<file path="src/rtl/addsub_pkg.sv">
// Shared types for the add/subtract arbiter.
// FSM states, operation encodings and result flags.
package addsub_pkg;

  typedef enum logic [1:0] {
    IDLE = 2'd0,
    EXEC = 2'd1,
    RESP = 2'd2
  } state_t;

  localparam logic OP_ADD = 1'b0;
  localparam logic OP_SUB = 1'b1;

  typedef struct packed {
    logic c;
    logic v;
    logic n;
    logic z;
  } flags_t;

endpackage

</file>
<file path="src/rtl/add_sub_logic.sv">
// Combinational WIDTH-bit adder/subtractor with C/V/N/Z flags.
// Subtract is a + ~b + 1, so C=1 means no borrow.
module add_sub_logic #(
  parameter int WIDTH = 32
) (
  output logic [WIDTH-1:0] sum,
  output logic             C,
  output logic             V,
  output logic             N,
  output logic             Z,
  input  logic [WIDTH-1:0] a,
  input  logic [WIDTH-1:0] b,
  input  logic             op
);

  logic [WIDTH-1:0] bx;
  logic [WIDTH:0]   full;

  assign bx   = op ? ~b : b;
  assign full = {1'b0, a} + {1'b0, bx}
              + {{WIDTH{1'b0}}, op};
  assign sum  = full[WIDTH-1:0];
  assign C    = full[WIDTH];
  assign V    = (a[WIDTH-1] == bx[WIDTH-1])
              && (sum[WIDTH-1] != a[WIDTH-1]);
  assign N    = sum[WIDTH-1];
  assign Z    = (sum == '0);

endmodule

</file>
<file path="src/rtl/addsub_arbiter.sv">
// Two-requester arbiter around one shared add/subtract unit.
// ADDSUB_ARB_RR_EN selects round-robin; default is fixed priority.
module addsub_arbiter #(
  parameter int WIDTH = 32
) (
  input  logic             clk,
  input  logic             rst_n,
  input  logic             req0_valid,
  input  logic             req1_valid,
  output logic             req0_ready,
  output logic             req1_ready,
  input  logic [WIDTH-1:0] req0_a,
  input  logic [WIDTH-1:0] req0_b,
  input  logic [WIDTH-1:0] req1_a,
  input  logic [WIDTH-1:0] req1_b,
  input  logic             req0_op,
  input  logic             req1_op,
  output logic             rsp_valid,
  input  logic             rsp_ready,
  output logic             rsp_id,
  output logic [WIDTH-1:0] rsp_sum,
  output logic             rsp_c,
  output logic             rsp_v,
  output logic             rsp_n,
  output logic             rsp_z
);

  import addsub_pkg::*;

  state_t           state;
  state_t           state_nxt;
  logic             gnt0;
  logic             gnt1;
  logic [WIDTH-1:0] a_q;
  logic [WIDTH-1:0] b_q;
  logic             op_q;
  logic             id_q;
  logic [WIDTH-1:0] sum_w;
  flags_t           flg_w;
  flags_t           flg_q;

`ifdef ADDSUB_ARB_RR_EN
  logic ptr;
`endif

  // rst_n gates the grant so ready stays low while in reset
  always_comb begin
    gnt0 = 1'b0;
    gnt1 = 1'b0;
    if (state == IDLE && rst_n) begin
`ifdef ADDSUB_ARB_RR_EN
      if (!ptr) begin
        gnt0 = req0_valid;
        gnt1 = !req0_valid && req1_valid;
      end else begin
        gnt1 = req1_valid;
        gnt0 = !req1_valid && req0_valid;
      end
`else
      gnt0 = req0_valid;
      gnt1 = !req0_valid && req1_valid;
`endif
    end
  end

  assign req0_ready = gnt0;
  assign req1_ready = gnt1;

  always_comb begin
    state_nxt = state;
    unique case (state)
      IDLE: if (gnt0 || gnt1) state_nxt = EXEC;
      EXEC: state_nxt = RESP;
      RESP: if (rsp_ready) state_nxt = IDLE;
      default: state_nxt = IDLE;
    endcase
  end

  add_sub_logic #(.WIDTH(WIDTH)) u_alu (
    .sum (sum_w),
    .C   (flg_w.c),
    .V   (flg_w.v),
    .N   (flg_w.n),
    .Z   (flg_w.z),
    .a   (a_q),
    .b   (b_q),
    .op  (op_q)
  );

  always_ff @(posedge clk or negedge rst_n) begin
    if (!rst_n) begin
      state <= IDLE;
    end else begin
      state <= state_nxt;
    end
  end

  always_ff @(posedge clk or negedge rst_n) begin
    if (!rst_n) begin
      a_q  <= '0;
      b_q  <= '0;
      op_q <= OP_ADD;
      id_q <= 1'b0;
    end else begin
      unique case (1'b1)
        gnt0: begin
          a_q  <= req0_a;
          b_q  <= req0_b;
          op_q <= req0_op;
          id_q <= 1'b0;
        end
        gnt1: begin
          a_q  <= req1_a;
          b_q  <= req1_b;
          op_q <= req1_op;
          id_q <= 1'b1;
        end
        default: ;
      endcase
    end
  end

  always_ff @(posedge clk or negedge rst_n) begin
    if (!rst_n) begin
      rsp_valid <= 1'b0;
      rsp_id    <= 1'b0;
      rsp_sum   <= '0;
      flg_q     <= '0;
    end else begin
      if (state == EXEC) begin
        rsp_valid <= 1'b1;
        rsp_id    <= id_q;
        rsp_sum   <= sum_w;
        flg_q     <= flg_w;
      end else if (state == RESP && rsp_ready) begin
        rsp_valid <= 1'b0;
      end
    end
  end

  assign rsp_c = flg_q.c;
  assign rsp_v = flg_q.v;
  assign rsp_n = flg_q.n;
  assign rsp_z = flg_q.z;

`ifdef ADDSUB_ARB_RR_EN
  // Prefer the requester that did not just win
  always_ff @(posedge clk or negedge rst_n) begin
    if (!rst_n) begin
      ptr <= 1'b0;
    end else if (gnt0 || gnt1) begin
      ptr <= !gnt1;
    end
  end
`endif

endmodule

</file>
<file path="config.mk">
export PLATFORM = sky130hd
export DESIGN_NAME = addsub_arbiter
export DESIGN_NICKNAME = d
export VERILOG_FILES = /design/src/rtl/addsub_pkg.sv /design/src/rtl/add_sub_logic.sv /design/src/rtl/addsub_arbiter.sv
export SDC_FILE = /design/constraint.sdc
export NUM_CORES = 1
export LEC_CHECK = 0
export ABC_AREA = 1
export CORE_AREA = 2 2 139 141
export CTS_CLUSTER_DIAMETER = 30
export DETAILED_ROUTE_END_ITERATION = 8
export DIE_AREA = 0 0 141 143
export PLACE_DENSITY = 0.78
export SLEW_MARGIN = 30
export SYNTH_ARGS = -nofsm -noshare
export SYNTH_HDL_FRONTEND = slang
export SYNTH_SLANG_ARGS = --single-unit
</file>
<file path="constraint.sdc">
create_clock -name clk -period 2.9 [get_ports clk]
set_input_delay 0.58 -clock clk [delete_from_list [all_inputs] [get_ports clk]]
set_output_delay 0.58 -clock clk [all_outputs]
set_load 0.03 [all_outputs]
</file>
==> run_1/route_heat.png <==
(2 px per um) The die is cut into 28 by 29 equal tiles; dark purple is low, yellow is high, scaled to the fullest tile. Values are wire area over tile area, all layers added.
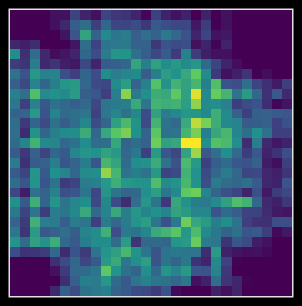
The densest ninth of the die: middle. 13% of the tiles are nearly empty. 19% of the tiles are over half the peak. The emptiest ninth of the die: top right. The fullest tile reaches 0.52. The mean over all tiles is 0.16.
total via count after detailed routing: 7062
total wirelength of the detailed-routed design: 21000 um
routed wirelength normalized by instance count: 13.8 um

==> run_1/floorplan.png <==
(3 px per um) Pins as bars on the die edge.
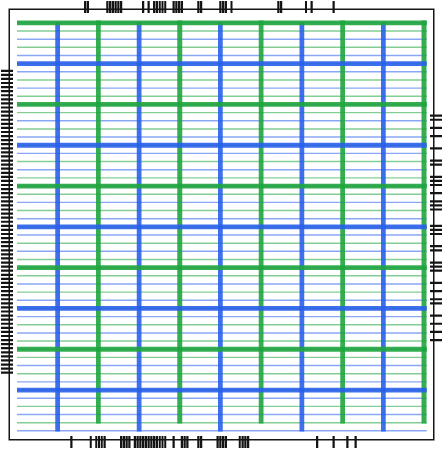
Green stands for VDD. Blue stands for VSS.
51 met1 rails follow the rows. 10 straps on met5. 10 straps on met4. The core has 50 rows.

==> run_1/placed.png <==
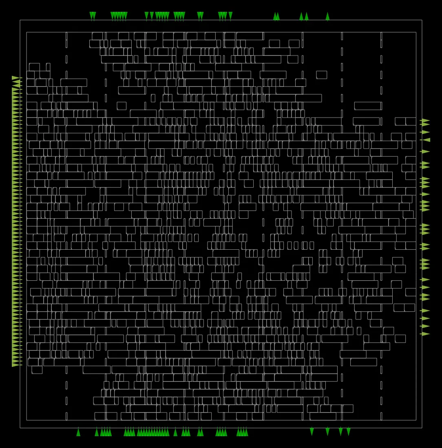
count of filler cells inserted in the layout: 1806
Tap Cells: 234
FP Rows: 50
fraction of standard cell area that is sequential: 0.268
floorplan core area: 18600 um2

==> run summary, run 1 <==
width of the die = 141 um
Final Skew = 0.00952 ns
per-instance average area after synthesis = 6.60 um2
first-pass iteration count of the detailed router = 5
Warnings, synthesis = 0
CP endpoint kind = flip-flop
sum of overflow across all layers after global routing = 0
pin count of the biggest net entering global routing = 58
root buffer selected by CTS = sky130_fd_sc_hd__clkbuf_16
classification of the worst setup path = reg -> reg
cell seen most often among critical-path stages = sky130_fd_sc_hd__nand2_1
most used logic cell in the final layout = sky130_fd_sc_hd__nand2_1
Logic pwr share = 0.707
power density relative to cell area = 1310 nW/um2
share of layout cells above drive strength 1 = 0.0804
Crit path largest cell delay = 0.49 ns
Synth Instances = 1108
post-synthesis cell count from yosys = 1108
synthesized net count = 1278
cell-by-cell trace of the critical path = buf_12, xor2_1, ha_1, nand2_2, inv_1, nand2_1, nand2_1, inv_1, nand3_2, nand3_1, nand2_1, nand2_1, nand2_1, nor2_1, nand2_1, nor2_1, nand3_1, nand2_1
post-layout minimum cycle time = 2.75 ns
most frequent logic cells in the routed design = 470 x sky130_fd_sc_hd__nand2_1, 171 x sky130_fd_sc_hd__clkdlybuf4s50_1, 142 x sky130_fd_sc_hd__inv_1, 104 x sky130_fd_sc_hd__dfrtp_1, 95 x sky130_fd_sc_hd__nand3_1
timing-limited maximum frequency = 364 MHz
Inserted Diodes = 0
clock-pin slew on the worst setup and hold paths = 0.07 ns
final routed DRC violation total = 0
type of element launching the critical path = flip-flop
fin crit share = 0.948
IO Count = 175
HPWL after detailed placement = 17200 um
run status = finished clean
required time reported for the critical path endpoint = 3.20 ns
slowest CP cell = sky130_fd_sc_hd__dfrtp_2
die y size = 143 um
final max-slew violation count = 0
number of antenna violations at the first check in global routing = 0
crit path max fanout = 8
global-route wire length before repair = 33500 um
share of total power consumed by net switching = 0.527
initial cell density of the core = 0.393
area reported by Yosys stat = 7310 um2
[run 1: stage by stage]
step	cell area (um2)	setup slack (ns)	setup TNS [ns]	instances	hold slack, ns
after CTS	9600	0.159	0	1510	0.355
after global routing	9820	-0.0265	-0.0265	1515	0.389
after detailed placement	9300	0.178	0	1494	0.473
after global placement	9300	0.153	0	1494	0.464
after floorplan	7310	0.493	0	1108	0.284
final	9820	0.151	0	1515	0.326
[run 1: power groups by stage]
stage / Combinational (mW) / Sequential, mW / Clock [mW]
6_report: 9.07 / 2.56 / 1.21
5_1_grt: 10.2 / 2.64 / 1.29
4_1_cts: 8.56 / 2.54 / 1.23
3_5_place_dp: 8.53 / 2.56 / 0
3_3_place_gp: 8.50 / 2.54 / 0
2_1_floorplan: 5.58 / 2.89 / 0
[run 1: final cells by class]
class	count	area share
Clock buffer	13	0.0275
Clock inverter	3	0.00229
Inverter	150	0.0573
Multi-Input combinational cell	821	0.421
Sequential cell	105	0.268
Tap cell	234	0.0298
Timing Repair Buffer	189	0.194
[run 1: registers in the layout, summed over array words and instances, names as in the netlist, 2 cells and up]
register / count
state: 2
rsp_sum: 32
a_q: 32
b_q: 32
[run 1: final timing paths]
path / startpoint / endpoint / slack [ns] / cells after the start
worst max-delay path: op_q / rsp_z / 0.15 / 18
worst min-delay path: rst_n / id_q / 0.33 / 2
worst max register to register: op_q / rsp_z / 0.15 / 18
worst min register to register: rsp_sum[30] / rsp_sum[30] / 0.48 / 2
max in group asynchronous: rst_n / op_q / 2.02 / 2
min in group clk: rsp_sum[30] / rsp_sum[30] / 0.48 / 2
[run 1: cell usage after synthesis (all sizes together)]
cell type | instances | area [um2]
nand2 | 487 | 1860
inv | 149 | 559
dfrtp | 105 | 2630
nand3 | 102 | 541
nor2 | 80 | 333
ha | 34 | 425
xor2 | 33 | 289
clkbuf | 23 | 86.3
a31oi | 18 | 113
o21ai | 18 | 90.1
a21oi | 15 | 75.1
nand4 | 12 | 75.1
buf | 9 | 53.8
xnor2 | 6 | 52.6
and2 | 4 | 25.0
nand3b | 4 | 30.0
nor3 | 4 | 30.0
o211ai | 2 | 15.0
clkinv | 1 | 3.75
fa | 1 | 20.0
o21bai | 1 | 7.51
[run 1: per-layer routing]
layer  vias up  track usage  part of all wire
li1       3760            -                 -
met1      3113        0.312              0.50
met2       172        0.327              0.44
met3        17       0.0305             0.042
met4         0       0.0589             0.015
met5         -            0                 0
[run 1: worst max-delay path, delay by kind of cell (launching register included)]
kind | cells | cell delay [ns]
DFF | 1 | 0.49
adders and majority gates | 1 | 0.37
and+or+nand+nor | 13 | 1.32
xor gates and xnor gates | 1 | 0.16
buffers and inverters | 3 | 0.32
[run 1: cell families after synthesis]
group	count (synthesis)	synth area share
AOI/OAI and AO/OA	54	0.0411
buffers and inverters	182	0.0962
and+or+nand+nor	693	0.396
xor gates and xnor gates	39	0.0467
DFF	105	0.359
adders and majority gates	35	0.0609
[run 1: what timing repair did]
action / 4_1_cts / 5_1_grt
setup endpoints to repair: 0 / 1
gates resized: 0 / 35
hold buffers: 0 / 0
buffers inserted: 0 / 3
==> inputs of run 2 (changes only) <==
GPL_TIMING_DRIVEN = 0   (was unset)
==> run_2/closeup.png <==
Region (46, 75) to (96, 125) um. Cells in gray, sequential cells in the stronger gray; small squares are vias.
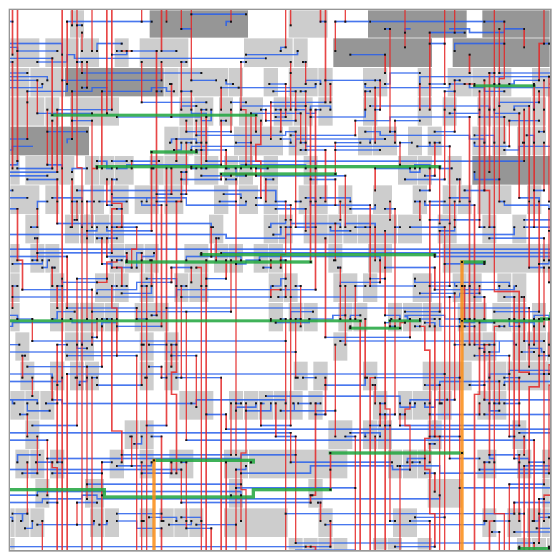
Red stands for M2. Green stands for M3. Orange stands for M4. Blue stands for M1.
Most frequent: nand2_1 (87), inv_1 (47), nor2_1 (25). 238 logic cells have their middle in the window. Netlist names of flops here include rsp_sum (5), a_q (2). Sequential cells in the window: 8.

==> run_2/floorplan.png <==
(3 px per um) Pins as bars on the die edge.
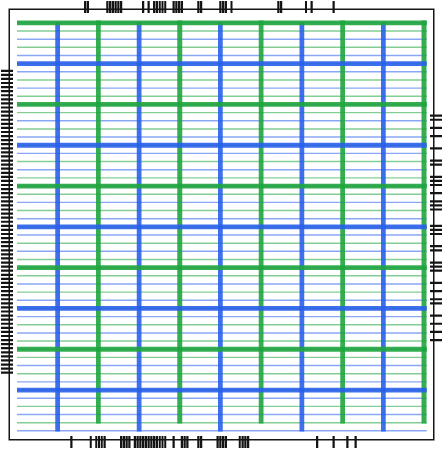
Blue stands for VSS. Green stands for VDD.
10 straps on met5. 175 signal pins sit on the boundary. 51 met1 rails follow the rows. 10 straps on met4.
die y size: 143 um
width of the die: 141 um

==> run_2/placed.png <==
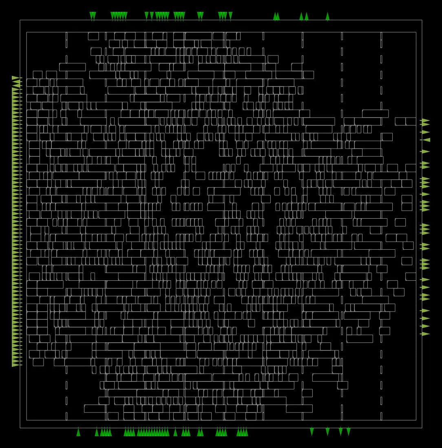
fraction of standard cell area that is sequential: 0.270
registers: 105
final std cells w/o fill: 1531
count of filler cells inserted in the layout: 1825

==> run 2 against run 1 <==
  * Critical path depth decreased by 2
  * Utilization decreased by 0.44 points
  * Sequential cell count unchanged
  * Worst setup slack got worse by 0.072 ns
  * Clock-buffer cell count decreased by 3
  * First-iteration DRC count decreased by 9.8%
  * Synthesized cell count unchanged
  * Wire length increased by 0.92%
  * Register-to-register slack got worse by 0.07 ns
  * Global-route usage increased by 0.33 points
  * Fmax decreased by 2.6%
  * Sequential share of layout area increased by 0.21 points
  * Largest cell class unchanged
==> run summary, run 2 <==
Net Switching = 6.55 mW (was 6.77 mW)
final routed DRC violation total = 0 (unchanged)
post-synthesis cell count from yosys = 1108 (unchanged)
cell seen most often among critical-path stages = sky130_fd_sc_hd__nand2_1 (unchanged)
type of element launching the critical path = flip-flop (unchanged)
global-route wire length before repair = 34300 um (was 33500 um)
RSZ-0062 raised after global routing = true
internal power contribution = 5.94 mW (was 6.07 mW)
power density relative to cell area = 1280 nW/um2 (was 1310 nW/um2)
floorplan core area = 18600 um2 (unchanged)
run status = finished clean (unchanged)
final setup fails = 0 (unchanged)
most instantiated library cell after synthesis = sky130_fd_sc_hd__nand2_1 (unchanged)
Async SR Flop Fraction = 1.00 (unchanged)
cell-by-cell trace of the critical path = buf_6, clkbuf_4, xor2_1, ha_1, nand2_1, nor2_1, nand2_1, nor2_1, nand2_1, nand4_1, nand2_1, nor2_1, nand2_1, nor2_1, nand3_1, nand2_1 (was buf_12, xor2_1, ha_1, nand2_2, inv_1, nand2_1, nand2_1, inv_1, nand3_2, nand3_1, nand2_1, nand2_1, nand2_1, nor2_1, nand2_1, nor2_1, nand3_1, nand2_1)
Comb area = 4010 um2 (was 4130 um2)
root buffer selected by CTS = sky130_fd_sc_hd__clkbuf_16 (unchanged)
Seq share, synth = 0.359 (unchanged)
first-pass iteration count of the detailed router = 6 (was 5)
clock-pin slew on the worst setup and hold paths = 0.07 ns (about the same)
area reported by Yosys stat = 7310 um2 (unchanged)
registers with the most flip-flops = a_q: 32 flops, b_q: 32 flops, rsp_sum: 32 flops (unchanged)
cell family with most CP delay = simple AND/OR/NAND/NOR gates (unchanged)
DRC marker count from the first detailed-route iteration = 321 (was 356)
final max-slew violation count = 0 (unchanged)
placement-stage cell area = 9370 um2 (was 9300 um2)
chip footprint = 20200 um2 (unchanged)
Logic pwr share = 0.692 (was 0.707)
flip-flops with a built-in enable = 0 (unchanged)
per-instance average area after synthesis = 6.60 um2 (unchanged)
total global routing track utilization = 0.216 (was 0.212)
area of the mapped netlist = 7310 um2 (unchanged)
timing-limited maximum frequency = 354 MHz (was 364 MHz)
Synth Instances = 1108 (unchanged)
share of layout cells above drive strength 1 = 0.0555 (was 0.0804)
synthesized net count = 1278 (unchanged)
clock network fraction of total power = 0.107 (was 0.094)
pre-CTS WS = -0.524 ns (was 0.178 ns)
max-cap check violation count = 0 (unchanged)
HPWL after detailed placement = 17900 um (was 17200 um)
fin crit share = 0.973 (was 0.948)
total via count after detailed routing = 7195 (was 7062)
sum of overflow across all layers after global routing = 0 (unchanged)
Max-area cell share = 0.359 (unchanged)
cell type contributing the most total cell area after synthesis = sky130_fd_sc_hd__dfrtp_1 (unchanged)
number of buffers inserted by port buffering = 174 (unchanged)
Final Worst Setup Slack = 0.0790 ns (was 0.151 ns)
FP Rows = 50 (unchanged)
most frequent logic cells in the routed design = 474 x sky130_fd_sc_hd__nand2_1, 171 x sky130_fd_sc_hd__clkdlybuf4s50_1, 143 x sky130_fd_sc_hd__inv_1, 105 x sky130_fd_sc_hd__dfrtp_1, 95 x sky130_fd_sc_hd__nand3_1 (was 470 x sky130_fd_sc_hd__nand2_1, 171 x sky130_fd_sc_hd__clkdlybuf4s50_1, 142 x sky130_fd_sc_hd__inv_1, 104 x sky130_fd_sc_hd__dfrtp_1, 95 x sky130_fd_sc_hd__nand3_1)
leading cell types by count after synthesis = 475 x sky130_fd_sc_hd__nand2_1, 144 x sky130_fd_sc_hd__inv_1, 105 x sky130_fd_sc_hd__dfrtp_1, 96 x sky130_fd_sc_hd__nand3_1, 69 x sky130_fd_sc_hd__nor2_1 (unchanged)
Buf/Inv on CP = 2 (was 3)
Most common reg cell = sky130_fd_sc_hd__dfrtp_1 (unchanged)
most used logic cell in the final layout = sky130_fd_sc_hd__nand2_1 (unchanged)
pin count of the biggest net entering global routing = 58 (unchanged)
Crit path largest cell delay = 0.42 ns (was 0.49 ns)
Warnings, synthesis = 0 (unchanged)
number of antenna violations at the first check in global routing = 0 (unchanged)
normalized max-slew margin = 0.588 (was 0.531)
count of different cell masters after synthesis = 29 (unchanged)
count of buffers added by post-CTS timing repair for setup = 0 (unchanged)
flip-flop and latch count after synthesis = 105 (unchanged)
CP endpoint kind = flip-flop (unchanged)
classification of the worst setup path = reg -> reg (unchanged)
slowest CP cell = sky130_fd_sc_hd__ha_1 (was sky130_fd_sc_hd__dfrtp_2)
required time reported for the critical path endpoint = 3.20 ns (about the same)
area grow syn2layout = 33.2% (was 34.3%)
total wirelength of the detailed-routed design = 21200 um (was 21000 um)
initial cell density of the core = 0.393 (unchanged)
share of total power consumed by net switching = 0.524 (was 0.527)
leading post-synthesis cells by cell area = sky130_fd_sc_hd__dfrtp_1 36%, sky130_fd_sc_hd__nand2_1 24%, sky130_fd_sc_hd__inv_1 7.4% (unchanged)
routed wirelength normalized by instance count = 13.8 um (about the same)
IO Count = 175 (unchanged)
Inserted Diodes = 0 (unchanged)
post-route cell area = 9740 um2 (was 9820 um2)
crit path max fanout = 10 (was 8)
Final Skew = 0.00943 ns (was 0.00952 ns)
clock tree from TritonCTS = done (unchanged)
post-layout minimum cycle time = 2.82 ns (was 2.75 ns)
Hold Slack = 0.0627 ns (was 0.326 ns)
[run 2: cells by family after synthesis]
kind of cell | synth area share
XOR/XNOR | 0.0467
buffers and inverters | 0.0962
adder cells (fa/ha/maj) | 0.0609
AND/OR/NAND/NOR | 0.396
AND-OR/OR-AND | 0.0411
flip-flops | 0.359
[run 2: power by group through the flow]
| stage | Clock (mW) | Combinational (mW) | Sequential (mW) |
|---|---|---|---|
| detailed placement | 0 | 8.49 | 2.53 |
| global placement | 0 | 8.38 | 2.50 |
| finish | 1.34 | 8.64 | 2.50 |
| CTS | 1.35 | 8.54 | 2.51 |
| floorplan | 0 | 5.58 | 2.89 |
| global route | 1.41 | 9.76 | 2.58 |
[run 2: repair_timing]
| action | 4_1_cts | 5_1_grt |
|---|---|---|
| resized | 5 | 13 |
| setup endpoints to repair | 3 | 31 |
| hold buffers | 0 | 0 |
[run 2: worst reg2reg max path, cell delays in order (launching register included)]
cell and delay [ns]:
sky130_fd_sc_hd__dfrtp_1 0.38, sky130_fd_sc_hd__buf_6 0.13, sky130_fd_sc_hd__clkbuf_4 0.22, sky130_fd_sc_hd__xor2_1 0.20, sky130_fd_sc_hd__ha_1 0.42, sky130_fd_sc_hd__nand2_1 0.14, sky130_fd_sc_hd__nor2_1 0.25, sky130_fd_sc_hd__nand2_1 0.11
sky130_fd_sc_hd__nor2_1 0.12, sky130_fd_sc_hd__nand2_1 0.09, sky130_fd_sc_hd__nand4_1 0.16, sky130_fd_sc_hd__nand2_1 0.07, sky130_fd_sc_hd__nor2_1 0.10, sky130_fd_sc_hd__nand2_1 0.06, sky130_fd_sc_hd__nor2_1 0.13, sky130_fd_sc_hd__nand3_1 0.11
sky130_fd_sc_hd__nand2_1 0.07
[run 2: through the flow]
step | setup TNS, ns | cells | total power, mW
6_report | 0 | 1531 | 12.5
4_1_cts | 0 | 1531 | 12.4
2_1_floorplan | 0 | 1108 | 8.47
3_5_place_dp | -1.70 | 1517 | 11.0
5_1_grt | -0.143 | 1531 | 13.7
3_3_place_gp | -518.64 | 1516 | 10.9
[run 2: path summary, 6_finish.rpt]
path,from,endpoint,slack (ns),cells past startpoint
worst min-delay path,rst_n,a_q[5],0.06,1
worst max register to register,op_q,rsp_z,0.08,16
min in group clk,rsp_sum[2],rsp_sum[2],0.49,2
worst min register to register,rsp_sum[2],rsp_sum[2],0.49,2
max in group asynchronous,rst_n,rsp_sum[29],2.27,2
worst max-delay path,op_q,rsp_z,0.08,16
[run 2: metal layers]
layer	up-vias	routed length, um	track usage
met5	-	0	0
met4	0	253	0.0589
met3	17	1070	0.0262
met2	184	9880	0.366
met1	3196	9960	0.292
li1	3798	-	-
[run 2: area by class of cell]
cell class	instances	share of cell area
Buffer	30	0.0145
Clock buffer	10	0.0235
Clock inverter	6	0.00925
Inverter	150	0.0582
Multi-Input combinational cell	821	0.412
Sequential cell	105	0.270
Tap cell	234	0.0301
Timing Repair Buffer	175	0.182
==> inputs of run 3 (changes only) <==
CAP_MARGIN = 15   (was unset)
CORE_AREA = 2 2 148 150   (was 2 2 139 141)
DIE_AREA = 0 0 150 152   (was 0 0 141 143)
PLACE_DENSITY = 0.76   (was 0.78)
SYNTH_HIERARCHICAL = 1   (was unset)
==> run_3/route_heat.png <==
(2 px per um) The die is cut into 30 by 30 equal tiles; dark purple is low, yellow is high, scaled to the fullest tile. Values are wire area over tile area, all layers added.
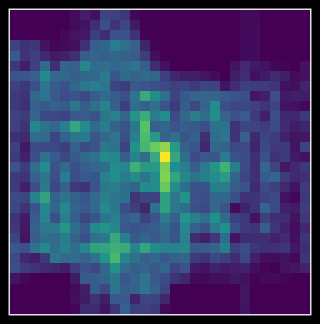
19% of the tiles are nearly empty. The emptiest ninth of the die: top right. The mean over all tiles is 0.20. 4.4% of the tiles are over half the peak.

==> run_3/sizing.png <==
(2 px per um)
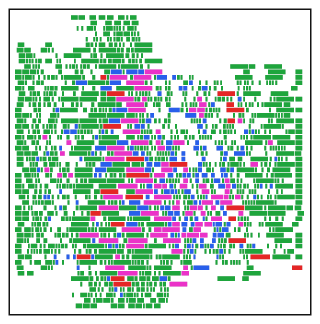
Red stands for x6 and larger, cells 22, share 1.4%, most used clkbuf_16. Blue stands for x2, cells 171, share 11%, most used nand2_2. Green stands for x1 and smaller, cells 1235, share 81%, most used nand2_1. Magenta stands for x3 and x4, cells 95, share 6.2%, most used buf_4.
Final Worst Setup Slack: -0.0109 ns
post-route cell area: 12200 um2
Signal buffers: 261
area grow syn2layout: 46.0%

==> run_3/floorplan.png <==
(3 px per um) Pins as bars on the die edge.
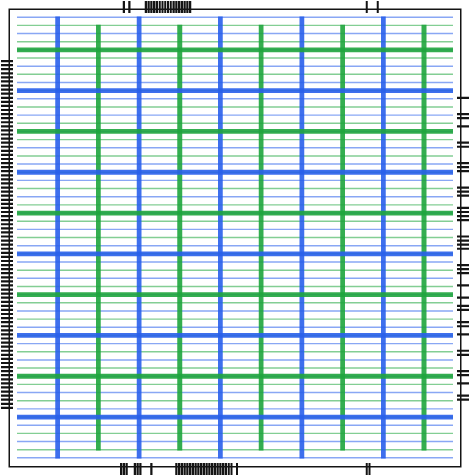
Green stands for VDD. Blue stands for VSS.
10 straps on met4. The core has 54 rows. 10 straps on met5. 175 signal pins sit on the boundary.
die y size: 152 um
floorplan core area: 21400 um2
width of the die: 150 um
Peak supply drop: 625 uV

==> run 3 against run 2 <==
  * Critical endpoint unchanged
  * Total power increased by 35%
  * The flow now finishes with violations (setup timing)
  * Synthesized cell count is 18% higher
  * Die size increased by 13%
  * Critical path type unchanged
  * Via count grew 27%
==> run summary, run 3 <==
fin crit share = 1.00 (was 0.973)
flip-flops with a built-in enable = 0 (unchanged)
Seq share, synth = 0.318 (was 0.359)
Buf/Inv on CP = 3 (was 2)
cell type contributing the most total cell area after synthesis = sky130_fd_sc_hd__dfrtp_1 (unchanged)
total via count after detailed routing = 9122 (was 7195)
initial cell density of the core = 0.390 (was 0.393)
most used logic cell in the final layout = sky130_fd_sc_hd__nand2_1 (unchanged)
normalized max-slew margin = 0.541 (was 0.588)
required time reported for the critical path endpoint = 3.20 ns (about the same)
area reported by Yosys stat = 8330 um2 (was 7310 um2)
final max-slew violation count = 0 (unchanged)
routed wirelength normalized by instance count = 15.4 um (was 13.8 um)
chip footprint = 22800 um2 (was 20200 um2)
crit path max fanout = 7 (was 10)
most frequent logic cells in the routed design = 377 x sky130_fd_sc_hd__nand2_1, 239 x sky130_fd_sc_hd__inv_1, 171 x sky130_fd_sc_hd__clkdlybuf4s50_1, 162 x sky130_fd_sc_hd__nand3_1, 106 x sky130_fd_sc_hd__dfrtp_1 (was 474 x sky130_fd_sc_hd__nand2_1, 171 x sky130_fd_sc_hd__clkdlybuf4s50_1, 143 x sky130_fd_sc_hd__inv_1, 105 x sky130_fd_sc_hd__dfrtp_1, 95 x sky130_fd_sc_hd__nand3_1)
total wirelength of the detailed-routed design = 27800 um (was 21200 um)
per-instance average area after synthesis = 6.37 um2 (was 6.60 um2)
hold_buf cts = 0 (unchanged)
share of layout cells above drive strength 1 = 0.189 (was 0.0555)
final routed DRC violation total = 0 (unchanged)
synthesized net count = 1478 (was 1278)
Final Worst Setup Slack = -0.0109 ns (was 0.0790 ns)
most instantiated library cell after synthesis = sky130_fd_sc_hd__nand2_1 (unchanged)
pin count of the biggest net entering global routing = 42 (was 58)
number of antenna violations at the first check in global routing = 0 (unchanged)
total instance count after detailed placement = 1763 (was 1517)
failing checks = setup timing
flip-flop and latch count after synthesis = 106 (was 105)
cell seen most often among critical-path stages = sky130_fd_sc_hd__nand2_1 (unchanged)
Warnings, synthesis = 6 (was 0)
final setup fails = 1 (was 0)
timing-limited maximum frequency = 344 MHz (was 354 MHz)
clock tree from TritonCTS = done (unchanged)
FP Rows = 54 (was 50)
Inserted Diodes = 0 (unchanged)
run status = finished with violations (was finished clean)
CP endpoint kind = flip-flop (unchanged)
Hold Slack = 0.0851 ns (was 0.0627 ns)
-- run 3: netlist changes by cell type in the layout (fill, tap and decap cells not counted), sizes merged, moves of 9 or more --
cell	delta
nor2	-19
a31oi	-18
nand4	+60
buf	+64
nand3	+71
inv	+105
nand2	-48
clkbuf	-9
a21oi	+20
-- run 3: logic make-up (layout without fill, tap and decap cells) --
kind of cell	after synthesis	after routing	synth area share
AND-OR/OR-AND	59	59	0.0390
buffers and inverters	313	528	0.150
adder cells (fa/ha/maj)	35	35	0.0534
flip-flops	106	106	0.318
XOR/XNOR	36	36	0.0378
AND/OR/NAND/NOR	759	759	0.402
-- run 3: per-stage QoR --
step	setup WS [ns]	instance area, um2
after floorplan	0.260	8330
after global placement	-4.29	10400
after detailed placement	-0.442	10500
after CTS	-0.0195	10800
after global routing	-0.183	12200
final	-0.0109	12200
-- run 3: path summary, 6_finish.rpt --
kind / start / endpoint / slack (ns) / depth (start not counted)
min in group clk: rsp_sum[13] / rsp_sum[13] / 0.47 / 2
setup reg to reg: op_q / rsp_z / -0.01 / 18
setup / recovery: op_q / rsp_z / -0.01 / 18
max in group asynchronous: rst_n / b_q[0] / 2.15 / 2
hold / removal: rst_n / rsp_sum[4] / 0.09 / 1
hold reg to reg: rsp_sum[13] / rsp_sum[13] / 0.47 / 2
-- run 3: cell type report --
class                   instances  area, um2  area share
clock buffers                  10        229      0.0188
plain buffers                  62        367      0.0301
flip-flops and latches        106       2650       0.218
multi-input cells             889       5550       0.456
repair buffers                199       2010       0.166
well taps                     280        350      0.0288
clock inverters                 6       58.8     0.00483
inverters                     251        945      0.0776
-- run 3: worst reg2reg max path, delay by kind of cell (launching register included) --
kind          cells  cell delay, ns
flops             1            0.40
fa+ha+maj         1            0.33
xor+xnor          1            0.21
simple gates     13            1.44
buf+inv           3            0.46
-- run 3: repair_timing --
| action | in CTS | in global routing |
|---|---|---|
| pin swaps | 1 | 75 |
| cloned | 1 | 2 |
| resized | 23 | 244 |
| setup buffers | 1 | 20 |
| setup endpoints to repair | 12 | 8 |
-- run 3: report_power, final --
group	switching, mW	internal (mW)	leakage [nW]
logic	7.73	5.17	4.89
registers	0.610	2.11	1.31
clock network	0.634	0.607	0.139
-- run 3: metal layers --
| metal | routed length (um) | global-route usage |
|---|---|---|
| met5 | 0 | 0 |
| met4 | 979 | 0.0759 |
| met3 | 2040 | 0.0354 |
| met2 | 12900 | 0.348 |
| met1 | 11900 | 0.313 |
No activity file was given, so power comes from the tool's default toggle rates.
